$ cat src/rtl/trace_pkg.sv
// Shared types and constants for the register-file trace transmitter.
package trace_pkg;

    typedef enum logic [1:0] {
        IDLE,
        START,
        DATA,
        STOP
    } tx_state_t;

    localparam logic [3:0]  TRACE_MARKER    = 4'hA;
    localparam int unsigned BYTES_PER_FRAME = 3;
    localparam int unsigned ENTRY_W         = 20;

endpackage

$ cat src/rtl/sync_fifo.sv
// Synchronous FIFO with combinational read data; push is still accepted on a
// full FIFO when a pop happens on the same edge.
module sync_fifo #(
    parameter int unsigned WIDTH = 20,
    parameter int unsigned DEPTH = 8
) (
    input  logic                         i_clk,
    input  logic                         i_rst,
    input  logic                         i_push,
    input  logic                         i_pop,
    input  logic [WIDTH-1:0]             i_din,
    output logic [WIDTH-1:0]             o_dout,
    output logic                         o_full,
    output logic                         o_empty,
    output logic [$clog2(DEPTH+1)-1:0]   o_count
);

    localparam int unsigned AW = $clog2(DEPTH);
    localparam int unsigned CW = $clog2(DEPTH+1);

    logic [WIDTH-1:0] r_mem [DEPTH];
    logic [AW-1:0]    r_wr_ptr;
    logic [AW-1:0]    r_rd_ptr;
    logic [CW-1:0]    r_count;
    logic             w_do_pop;
    logic             w_do_push;

    assign o_full    = (r_count == CW'(DEPTH));
    assign o_empty   = (r_count == '0);
    assign o_count   = r_count;
    assign o_dout    = r_mem[r_rd_ptr];
    assign w_do_pop  = i_pop & ~o_empty;
    assign w_do_push = i_push & (~o_full | w_do_pop);

    always_ff @(posedge i_clk) begin
        if (w_do_push) begin
            r_mem[r_wr_ptr] <= i_din;
        end
    end

    always_ff @(posedge i_clk) begin
        if (i_rst) begin
            r_wr_ptr <= '0;
            r_rd_ptr <= '0;
            r_count  <= '0;
        end else begin
            if (w_do_push) r_wr_ptr <= r_wr_ptr + 1'b1;
            if (w_do_pop)  r_rd_ptr <= r_rd_ptr + 1'b1;
            case ({w_do_push, w_do_pop})
                2'b10:   r_count <= r_count + 1'b1;
                2'b01:   r_count <= r_count - 1'b1;
                default: r_count <= r_count;
            endcase
        end
    end

endmodule

$ cat src/rtl/rf_trace_tx.sv
// Snoops register-file writes and streams each {addr, data} entry as three
// 8N1 bytes: {marker, addr}, data[15:8], data[7:0].
module rf_trace_tx
    import trace_pkg::*;
#(
    parameter int unsigned DEPTH        = 8,
    parameter int unsigned CLKS_PER_BIT = 434
) (
    input  logic                         Clk,
    input  logic                         Reset,
    input  logic [3:0]                   RF_W_addr,
    input  logic                         RF_W_wr,
    input  logic [15:0]                  W_data,
    input  logic                         Enable,
    output logic                         Tx,
    output logic                         Busy,
    output logic                         Overflow,
    output logic [$clog2(DEPTH+1)-1:0]   Count
);

    localparam int unsigned BW        = $clog2(CLKS_PER_BIT);
    localparam logic [BW-1:0] BAUD_LAST = BW'(CLKS_PER_BIT - 1);
    localparam logic [1:0]    BYTE_LAST = 2'(BYTES_PER_FRAME - 1);

    tx_state_t           r_state;
    tx_state_t           w_state_nxt;
    logic [BW-1:0]       r_baud;
    logic [2:0]          r_bit_idx;
    logic [1:0]          r_byte_idx;
    logic [7:0]          r_shift;
    logic [15:0]         r_data;
    logic                r_overflow;

    logic                w_push;
    logic                w_pop;
    logic                w_full;
    logic                w_empty;
    logic                w_bit_end;
    logic [ENTRY_W-1:0]  w_fifo_dout;

    assign w_push    = RF_W_wr & Enable;
    assign w_bit_end = (r_baud == BAUD_LAST);
    assign Overflow  = r_overflow;

    sync_fifo #(
        .WIDTH (ENTRY_W),
        .DEPTH (DEPTH)
    ) u_fifo (
        .i_clk   (Clk),
        .i_rst   (Reset),
        .i_push  (w_push),
        .i_pop   (w_pop),
        .i_din   ({RF_W_addr, W_data}),
        .o_dout  (w_fifo_dout),
        .o_full  (w_full),
        .o_empty (w_empty),
        .o_count (Count)
    );

    always_comb begin
        w_state_nxt = r_state;
        w_pop       = 1'b0;
        Tx          = 1'b1;
        Busy        = (r_state != IDLE);
        case (r_state)
            IDLE: begin
                if (!w_empty) begin
                    w_pop       = 1'b1;
                    w_state_nxt = START;
                end
            end
            START: begin
                Tx = 1'b0;
                if (w_bit_end) w_state_nxt = DATA;
            end
            DATA: begin
                Tx = r_shift[0];
                if (w_bit_end && r_bit_idx == 3'd7) w_state_nxt = STOP;
            end
            STOP: begin
                if (w_bit_end) w_state_nxt = (r_byte_idx == BYTE_LAST) ? IDLE : START;
            end
            default: w_state_nxt = IDLE;
        endcase
    end

    always_ff @(posedge Clk) begin
        if (Reset) begin
            r_state    <= IDLE;
            r_baud     <= '0;
            r_bit_idx  <= '0;
            r_byte_idx <= '0;
            r_shift    <= '0;
            r_data     <= '0;
            r_overflow <= 1'b0;
        end else begin
            r_state <= w_state_nxt;
            if (w_push && w_full && !w_pop) r_overflow <= 1'b1;

            if (r_state == IDLE || w_bit_end) r_baud <= '0;
            else                              r_baud <= r_baud + 1'b1;

            // The popped entry's address byte goes straight into the shifter;
            // only the data half is kept for the two following bytes.
            if (w_pop) begin
                r_shift    <= {TRACE_MARKER, w_fifo_dout[19:16]};
                r_data     <= w_fifo_dout[15:0];
                r_byte_idx <= '0;
                r_bit_idx  <= '0;
            end

            if (w_bit_end) begin
                case (r_state)
                    START: r_bit_idx <= '0;
                    DATA: begin
                        r_shift   <= r_shift >> 1;
                        r_bit_idx <= r_bit_idx + 1'b1;
                    end
                    STOP: begin
                        if (r_byte_idx != BYTE_LAST) begin
                            r_byte_idx <= r_byte_idx + 1'b1;
                            r_shift    <= (r_byte_idx == 2'd0) ? r_data[15:8] : r_data[7:0];
                        end
                    end
                    default: ;
                endcase
            end
        end
    end

endmodule
$ cat config.mk
export PLATFORM = sky130hd
export DESIGN_NAME = rf_trace_tx
export DESIGN_NICKNAME = d
export VERILOG_FILES = /design/src/rtl/trace_pkg.sv /design/src/rtl/sync_fifo.sv /design/src/rtl/rf_trace_tx.sv
export SDC_FILE = /design/constraint.sdc
export NUM_CORES = 1
export LEC_CHECK = 0
export CAP_MARGIN = 40
export CORE_MARGIN = 10
export CORE_UTILIZATION = 30
export DETAILED_ROUTE_END_ITERATION = 16
export PLACE_DENSITY = 0.53
export SLEW_MARGIN = 30
export SYNTH_ARGS = -nofsm -noshare
export SYNTH_HDL_FRONTEND = slang
export SYNTH_SLANG_ARGS = --single-unit
$ cat constraint.sdc
create_clock -name Clk -period 4.8 [get_ports Clk]
set_clock_uncertainty 0.1 [all_clocks]
set_input_delay 1.44 -clock Clk [delete_from_list [all_inputs] [get_ports Clk]]
set_output_delay 1.44 -clock Clk [all_outputs]
set_load 0.05 [all_outputs]
**Run 1: metal 1**

Cells faint in the background.
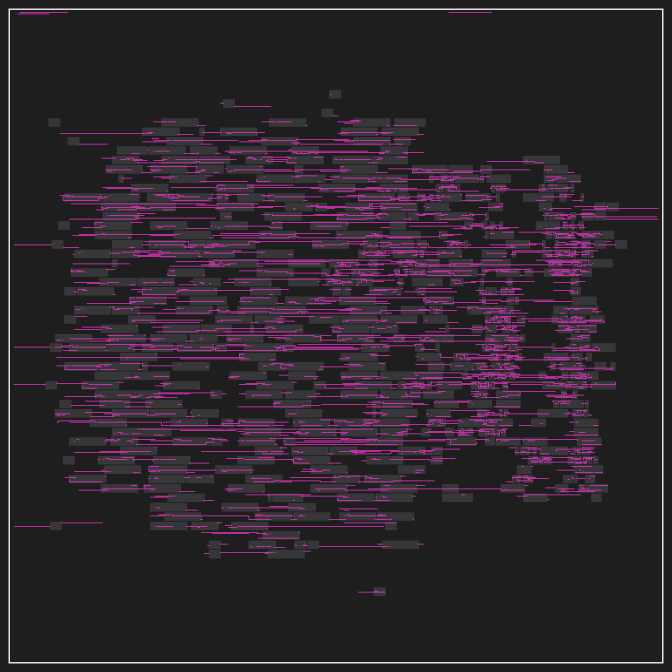
longest straight run: 54.4 um
share of all routed wire: 44%
routed wire length: 17.8 mm
met1 demand-to-capacity share in global routing: 0.128
number of vias after detailed routing: 4569

**Run 1: metal 2**

Bar = 50 um.
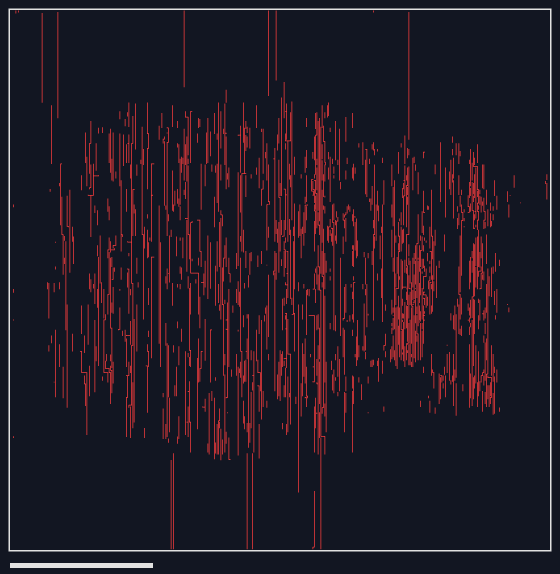
main direction: vertical
nets with wire on the layer: 515
GRT met2 Usage: 0.168

==> tab_implementation.tex, run 1 <==
% Generated from flow reports
\begin{tabular}{lr}
\hline
Metric & Value \\
\hline
\multicolumn{2}{l}{\textbf{Status}} \\
Result of the run & finished clean \\
\multicolumn{2}{l}{\textbf{Min path}} \\
Hold wc startpoint & r\_bit\_idx[1] \\
Worst hold stages & 2 \\
\multicolumn{2}{l}{\textbf{Logic synthesis}} \\
Main flop type after synthesis & edfxtp\_1 \\
Synthesis Warnings & 0 \\
Max-area cell share & 0.561 \\
Net Count, Synth & 557 \\
Cells in synth\_stat.txt & 521 \\
Number of enable-type register cells in the synthesized netlist & around 160 \\
Chip area in the Yosys report & 8570 um\^{}2 \\
Synthesized area & 8570 um\^{}2 \\
Leading cell type by number of instances after synthesis & edfxtp\_1 \\
\multicolumn{2}{l}{\textbf{Worst setup path}} \\
Worst reg-to-reg path cell count & 8 \\
Kind of start point of the critical path & register \\
Startpoint of the worst setup timing path & r\_state[0] \\
Longest individual stage delay on the worst path & 0.83 ns \\
Worst r2r dst & u\_fifo.r\_mem[5][1] \\
Maximum fanout encountered on the critical timing path & 14 \\
Reg-to-reg startpoint & r\_state[0] \\
Sort of element at the end of the critical path & primary output \\
Required time reported for the critical path endpoint & 3.26 ns \\
\multicolumn{2}{l}{\textbf{Global route}} \\
Pin count of the biggest net entering global routing & 41 \\
Initial antenna violation count & 0 \\
GRT Util Overall & 0.0988 \\
Via count of the first global-routing pass & 4784 \\
\multicolumn{2}{l}{\textbf{Clocking}} \\
Master cell of the clock root buffer & clkbuf\_16 \\
Number of resized instances in the post-cts repair step & 0 \\
Clock tree from TritonCTS & built \\
Setup fix buffers added after clock tree synthesis & 0 \\
\multicolumn{2}{l}{\textbf{Placed design}} \\
DPL Wire Length & between 10 and 15 mm \\
\multicolumn{2}{l}{\textbf{Timing}} \\
Final critical-path share of the clock period & 0.847 \\
WHS & 0.375 ns \\
Post-layout minimum cycle time & approximately 4.1 ns \\
\multicolumn{2}{l}{\textbf{Run}} \\
Number of warnings the tools reported & 31 \\
Max-cap violations & 0 \\
\multicolumn{2}{l}{\textbf{Routing}} \\
First-iteration detailed-routing DRC count & 366 \\
Number of antenna-violating nets in the routed design & 0 \\
Post-route DRC & 0 \\
\multicolumn{2}{l}{\textbf{Cells and area}} \\
Layout cells sized above 1 & 0.199 \\
Filler cells & 2624 \\
Register with the highest flop count & u\_fifo.r\_mem \\
Flip-flop count of the largest register after layout & $\sim$160 \\
Number of antenna cells inserted & 0 \\
\multicolumn{2}{l}{\textbf{Floorplan}} \\
Area inside the core boundary & 28000 um\^{}2 \\
Number of rows in the core area & 61 \\
\hline
\end{tabular}
**Run 1: M3 wires**

Bar = 50 um.
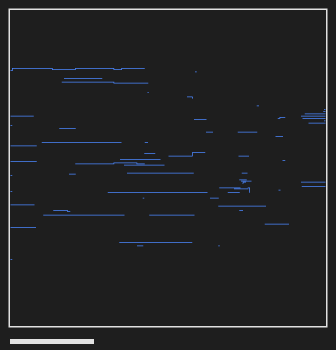
share of all routed wire: 4.9%
nets with wire on the layer: 44
longest straight run: 59.3 um
Global Route met3 Usage: 0.0191

run 1: area by class of cell:
class	count	area [um^2]	area share
Clock inverter	13	205	0.0201
Tap cell	378	473	0.0463
Inverter	10	37.5	0.00367
Multi-Input combinational cell	266	2530	0.248
Clock buffer	29	638	0.0624
Sequential cell	214	5890	0.576
Timing Repair Buffer	46	448	0.0438
run 1: metrics by stage:
stage / setup WS, ns / utilization / total power [uW] / instances / area [um^2]
3_3_place_gp: 1.29 / 0.333 / 3510 / 912 / 9330
3_5_place_dp: 1.26 / 0.334 / 3550 / 913 / 9350
4_1_cts: 0.732 / 0.364 / 5500 / 955 / 10200
5_1_grt: 0.608 / 0.365 / 5720 / 956 / 10200
2_1_floorplan: 0.281 / - / 3210 / 521 / 8570
6_report: 0.736 / 0.365 / 5460 / 956 / 10200
run 1: metal layers:
metal	up-vias	share of wire	GRT usage
li1	2144	-	-
met1	2311	0.44	0.128
met2	93	0.49	0.168
met3	21	0.049	0.0191
met4	0	0.015	0.0214
met5	-	0	0
run 1: logic make-up (layout without fill, tap and decap cells):
group	Yosys count	in the layout	share of synthesized area
xor+xnor	11	11	0.0112
mux	67	67	0.137
simple gates	109	109	0.0663
buf+inv	41	98	0.0231
fa+ha+maj	12	12	0.0175
flops	214	214	0.687
compound gates	67	67	0.0578
run 1: report_power, final:
group / internal, uW / total [uW] / leakage, uW / switching (uW)
Clock: 1220 / 1930 / 0.000414 / 719
Sequential: 2130 / 2250 / 0.00189 / 124
Combinational: 560 / 1270 / 0.000862 / 711
Total: 3900 / 5460 / 0.00316 / 1550
run 1: worst reg2reg max path, cell delays in order, from the launching register on:
cell and delay [ns]:
dfxtp_1 0.33, inv_1 0.13, ha_1 0.38, inv_1 0.11
a31oi_1 0.18, buf_4 0.18, nand2_1 0.15, nor3b_2 0.19
buf_4 0.35
==> run 1 -> run 2 <==
==> constraint.sdc (replaced) <==
create_clock -name Clk -period 4.1 [get_ports Clk]
set_clock_uncertainty 0.1 [all_clocks]
set_input_delay 1.23 -clock Clk [delete_from_list [all_inputs] [get_ports Clk]]
set_output_delay 1.23 -clock Clk [all_outputs]
set_load 0.05 [all_outputs]
==> run 2 against run 1 <==
  * Sequential share of layout area grew 0.40 points
  * Critical path type unchanged
  * Via count barely moved
  * Register-to-register slack got worse by 0.76 ns
  * Highest routed layer unchanged
  * Global-route usage is 0.27 points lower
  * Critical endpoint unchanged
  * First-iteration DRC count increased by 7.4%
  * Area after synthesis unchanged
  * Cell count decreased by 0.10%
==> tab_implementation.tex, run 2 <==
% Generated from flow reports
\begin{tabular}{lr}
\hline
Metric & Value \\
\hline
\multicolumn{2}{l}{\textbf{Status}} \\
Result of the run & finished clean \\
\multicolumn{2}{l}{\textbf{Logic synthesis}} \\
Chip area in the Yosys report & 8570 um\^{}2 (unchanged) \\
Cells in synth\_stat.txt & 521 (unchanged) \\
Main flop type after synthesis & edfxtp\_1 \\
Number of enable-type register cells in the synthesized netlist & 160 (unchanged) \\
\multicolumn{2}{l}{\textbf{Global route}} \\
Initial antenna violation count & 0 (unchanged) \\
Pin count of the biggest net entering global routing & 39 (-4.9\%) \\
Via count of the first global-routing pass & 4853 (+1.4\%) \\
GRT Util Overall & 0.0961 (-0.00271) \\
\multicolumn{2}{l}{\textbf{Clocking}} \\
Master cell of the clock root buffer & clkbuf\_16 \\
Number of resized instances in the post-cts repair step & 0 (unchanged) \\
Setup fix buffers added after clock tree synthesis & 0 (unchanged) \\
\multicolumn{2}{l}{\textbf{Power}} \\
Total power after layout & 6200 uW (+14\%) \\
\multicolumn{2}{l}{\textbf{Timing}} \\
Final critical-path share of the clock period & 0.942 \\
WHS & 0.385 ns (+0.0103 ns) \\
\multicolumn{2}{l}{\textbf{Floorplan}} \\
Number of rows in the core area & 61 (unchanged) \\
Area inside the core boundary & 28000 um\^{}2 (unchanged) \\
\multicolumn{2}{l}{\textbf{Min path}} \\
Worst hold stages & 1 (-1) \\
\multicolumn{2}{l}{\textbf{Routing}} \\
Post-route DRC & 0 (unchanged) \\
First-iteration detailed-routing DRC count & 393 (+7.4\%) \\
\multicolumn{2}{l}{\textbf{Cells and area}} \\
Post-layout instance count excluding filler cells & 955 (-0.10\%) \\
Number of antenna cells inserted & 0 (unchanged) \\
\multicolumn{2}{l}{\textbf{Placed design}} \\
Placed insts & 915 (+0.22\%) \\
\multicolumn{2}{l}{\textbf{Worst setup path}} \\
Maximum fanout encountered on the critical timing path & 14 (unchanged) \\
\hline
\end{tabular}
## run 2: cells by family (layout without fill, tap and decap cells)
kind of cell,count (synthesis),in the layout,synth area share
flip-flops,214,214,0.687
AND/OR/NAND/NOR,109,109,0.0663
AND-OR/OR-AND,67,67,0.0578
multiplexers,67,67,0.137
buffers and inverters,41,97,0.0231
adder cells (fa/ha/maj),12,12,0.0175
XOR/XNOR,11,11,0.0112
## run 2: path summary, 6_finish.rpt
path / start / end / slack [ns]
setup reg to reg: r_state[0] / u_fifo.r_mem[5][18] / 1.59
hold reg to reg: r_baud[0] / r_baud[0] / 0.39
setup / recovery: r_state[0] / Tx / 0.24
hold / removal: r_baud[0] / r_baud[0] / 0.39
## run 2: report_power, final
group	switching, uW	internal (uW)
Clock	798	1240
Sequential	162	2490
Combinational	826	683
## run 2: area by class of cell
type                            count  area [um^2]
Clock buffer                       27          569
Clock inverter                     11          169
Fill cell                        2602        17900
Inverter                           10         37.5
Multi-Input combinational cell    266         2550
Sequential cell                   214         5890
Tap cell                          378          473
Timing Repair Buffer               49          465
## run 2: stage by stage
stage | util | cell area, um^2
floorplan | - | 8580
global placement | 0.334 | 9360
detailed placement | 0.335 | 9390
CTS | 0.362 | 10100
global route | 0.362 | 10200
finish | 0.362 | 10200
## run 2: metal layers
layer | vias to the layer above | track usage | wire length, um
li1 | 2143 | - | -
met1 | 2324 | 0.124 | 8030
met2 | 78 | 0.159 | 8480
met3 | 26 | 0.0189 | 634
met4 | 0 | 0.0296 | 337
met5 | - | 0 | 0
**Run 2: the clock network**

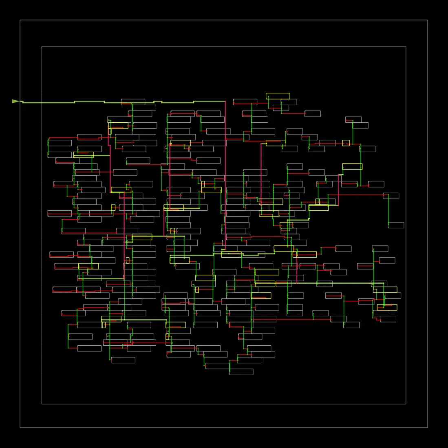
clock network latency to the later pin of the worst-skew pair: 0.50 ns
CTS Buf Count: 22
layout sequential cell count: 214

**Run 2: M3 wires**

Bar = 50 um.
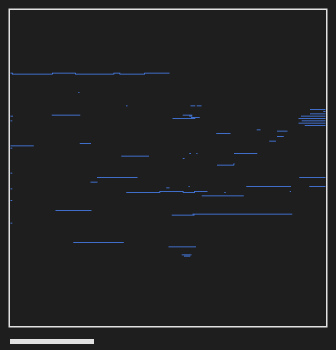
main direction: horizontal
nets with wire on the layer: 36
routed wire length: 17.5 mm
number of vias after detailed routing: 4571

==> run 2 -> run 3 <==
--- a/config.mk
+++ b/config.mk
@@ -14,3 +14,4 @@
 export SYNTH_ARGS = -nofsm -noshare
 export SYNTH_HDL_FRONTEND = slang
 export SYNTH_SLANG_ARGS = --single-unit
+export TNS_END_PERCENT = 1
==> run 3 against run 2 <==
  * Global-route usage increased by 0.17 points
  * Area after synthesis stayed put
  * Synthesized cell count did not move
  * Critical path depth stayed put
  * Worst hold slack worse by 0.0083 ns
  * Setup slack lost 0.020 ns
  * Count of clock-buffer cells in the layout is the same
  * Combinational power about the same
  * Sequential power barely moved
==> tab_implementation.tex, run 3 <==
% Generated from flow reports
\begin{tabular}{lr}
\hline
Metric & Value \\
\hline
\multicolumn{2}{l}{\textbf{Global route}} \\
GRT Util Overall & 0.0977 (+0.00167) \\
GRT met2 Usage & 0.162 (+0.00329) \\
Via count of the first global-routing pass & 4873 (+0.41\%) \\
Met1 demand-to-capacity share in global routing & 0.130 (+0.00559) \\
Initial antenna violation count & 0 (unchanged) \\
Most utilized layer in the global route result & met2 \\
\multicolumn{2}{l}{\textbf{Power}} \\
Clock distribution power & 2080 uW (+2\%) \\
Internal power summed over all cells & 4400 uW (-0.43\%) \\
Total power after layout & 6210 uW (+0.14\%) \\
Sequential group power & 2650 uW (about the same) \\
Sequential fraction of design power & 0.427 (about the same) \\
Net switching fraction of the power & 0.292 (+0.00405) \\
Part of the power in combinational logic & 0.238 (-0.005) \\
Switching power total & 1810 uW (+1.6\%) \\
\multicolumn{2}{l}{\textbf{Routing}} \\
Post-route DRC & 0 (unchanged) \\
Routed wire length & 17.7 mm (+1.1\%) \\
First-iteration detailed-routing DRC count & 329 (-16\%) \\
\multicolumn{2}{l}{\textbf{Status}} \\
Result of the run & finished clean \\
\multicolumn{2}{l}{\textbf{Clocking}} \\
Setup fix buffers added after clock tree synthesis & 0 (unchanged) \\
Clock network latency to the later pin of the worst-skew pair & 0.51 ns (about the same) \\
Master cell of the clock root buffer & clkbuf\_16 \\
\multicolumn{2}{l}{\textbf{Logic synthesis}} \\
Chip area in the Yosys report & 8570 um\^{}2 (unchanged) \\
Main flop type after synthesis & edfxtp\_1 \\
Cells in synth\_stat.txt & 521 (unchanged) \\
Number of enable-type register cells in the synthesized netlist & 160 (unchanged) \\
\multicolumn{2}{l}{\textbf{Min path}} \\
Worst hold stages & 2 (+1) \\
\multicolumn{2}{l}{\textbf{Cells and area}} \\
Number of antenna cells inserted & 0 (unchanged) \\
Filler cells & 2618 (+0.61\%) \\
\multicolumn{2}{l}{\textbf{Timing}} \\
Final critical-path share of the clock period & 0.947 (+0.00484) \\
\multicolumn{2}{l}{\textbf{Placed design}} \\
Placed insts & 912 (-0.33\%) \\
\multicolumn{2}{l}{\textbf{Floorplan}} \\
Number of rows in the core area & 61 (unchanged) \\
\hline
\end{tabular}
==> run 3: cell type report <==
class	instances	area (um^2)	share of cell area
sequential	214	5890	0.581
clock buffer	27	601	0.0592
tap	378	473	0.0466
clock inverter	15	165	0.0163
timing repair buffer	45	433	0.0427
multi-input combinational	266	2540	0.251
inverter	10	37.5	0.00370
==> run 3: kinds of logic after synthesis <==
logic type	after synthesis	share of synthesized area
buffers and inverters	41	0.0231
multiplexers	67	0.137
XOR/XNOR	11	0.0112
AND/OR/NAND/NOR	109	0.0663
flip-flops	214	0.687
AND-OR/OR-AND	67	0.0578
adder cells (fa/ha/maj)	12	0.0175
==> run 3: metal layers <==
layer | vias up | wire length (um)
li1 | 2138 | -
met1 | 2380 | 8270
met2 | 90 | 8460
met3 | 21 | 676
met4 | 0 | 272
met5 | - | 0
==> run 3: metrics by stage <==
stage | worst slack, ns | hold slack, ns | instance area, um^2
finish | 0.217 | 0.377 | 10100
global placement | 0.504 | 0.358 | 9350
floorplan | -0.188 | 0.345 | 8570
detailed placement | 0.484 | 0.369 | 9350
CTS | 0.210 | 0.378 | 10100
global route | 0.117 | 0.407 | 10100
==> run 3: path summary, 6_finish.rpt <==
| path | from | endpoint | slack (ns) |
|---|---|---|---|
| hold reg to reg | r_bit_idx[1] | r_bit_idx[1] | 0.38 |
| hold / removal | r_bit_idx[1] | r_bit_idx[1] | 0.38 |
| setup / recovery | r_state[0] | Tx | 0.22 |
| setup reg to reg | r_state[1] | u_fifo.r_mem[6][4] | 1.29 |
==> run 3: worst max-delay path, stage by stage, from the launching register on <==
cell             delay [ns]
dfxtp_1                0.34
inv_1                  0.13
ha_1                   0.48
mux2i_1                0.26
clkdlybuf4s50_1        0.83
**Run 3: the clock network**

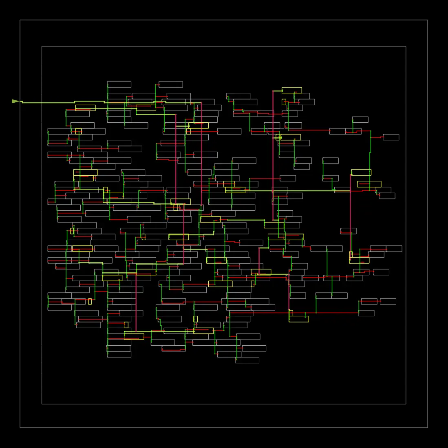
CTS sink count: 214
CTS Buf Count: 23

**Run 3: M3 wires**

Bar = 50 um.
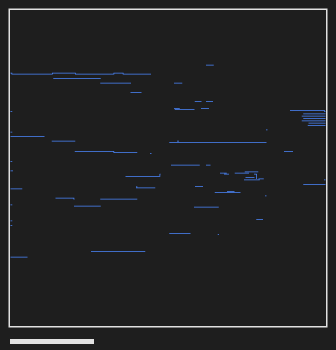
share of all routed wire: 3.8%
main direction: horizontal
nets with wire on the layer: 41
wire length on this layer: 676 um
number of vias after detailed routing: 4629
Global Route met3 Usage: 0.0195

Power figures rest on the tool's default switching activity, not on a simulated workload.
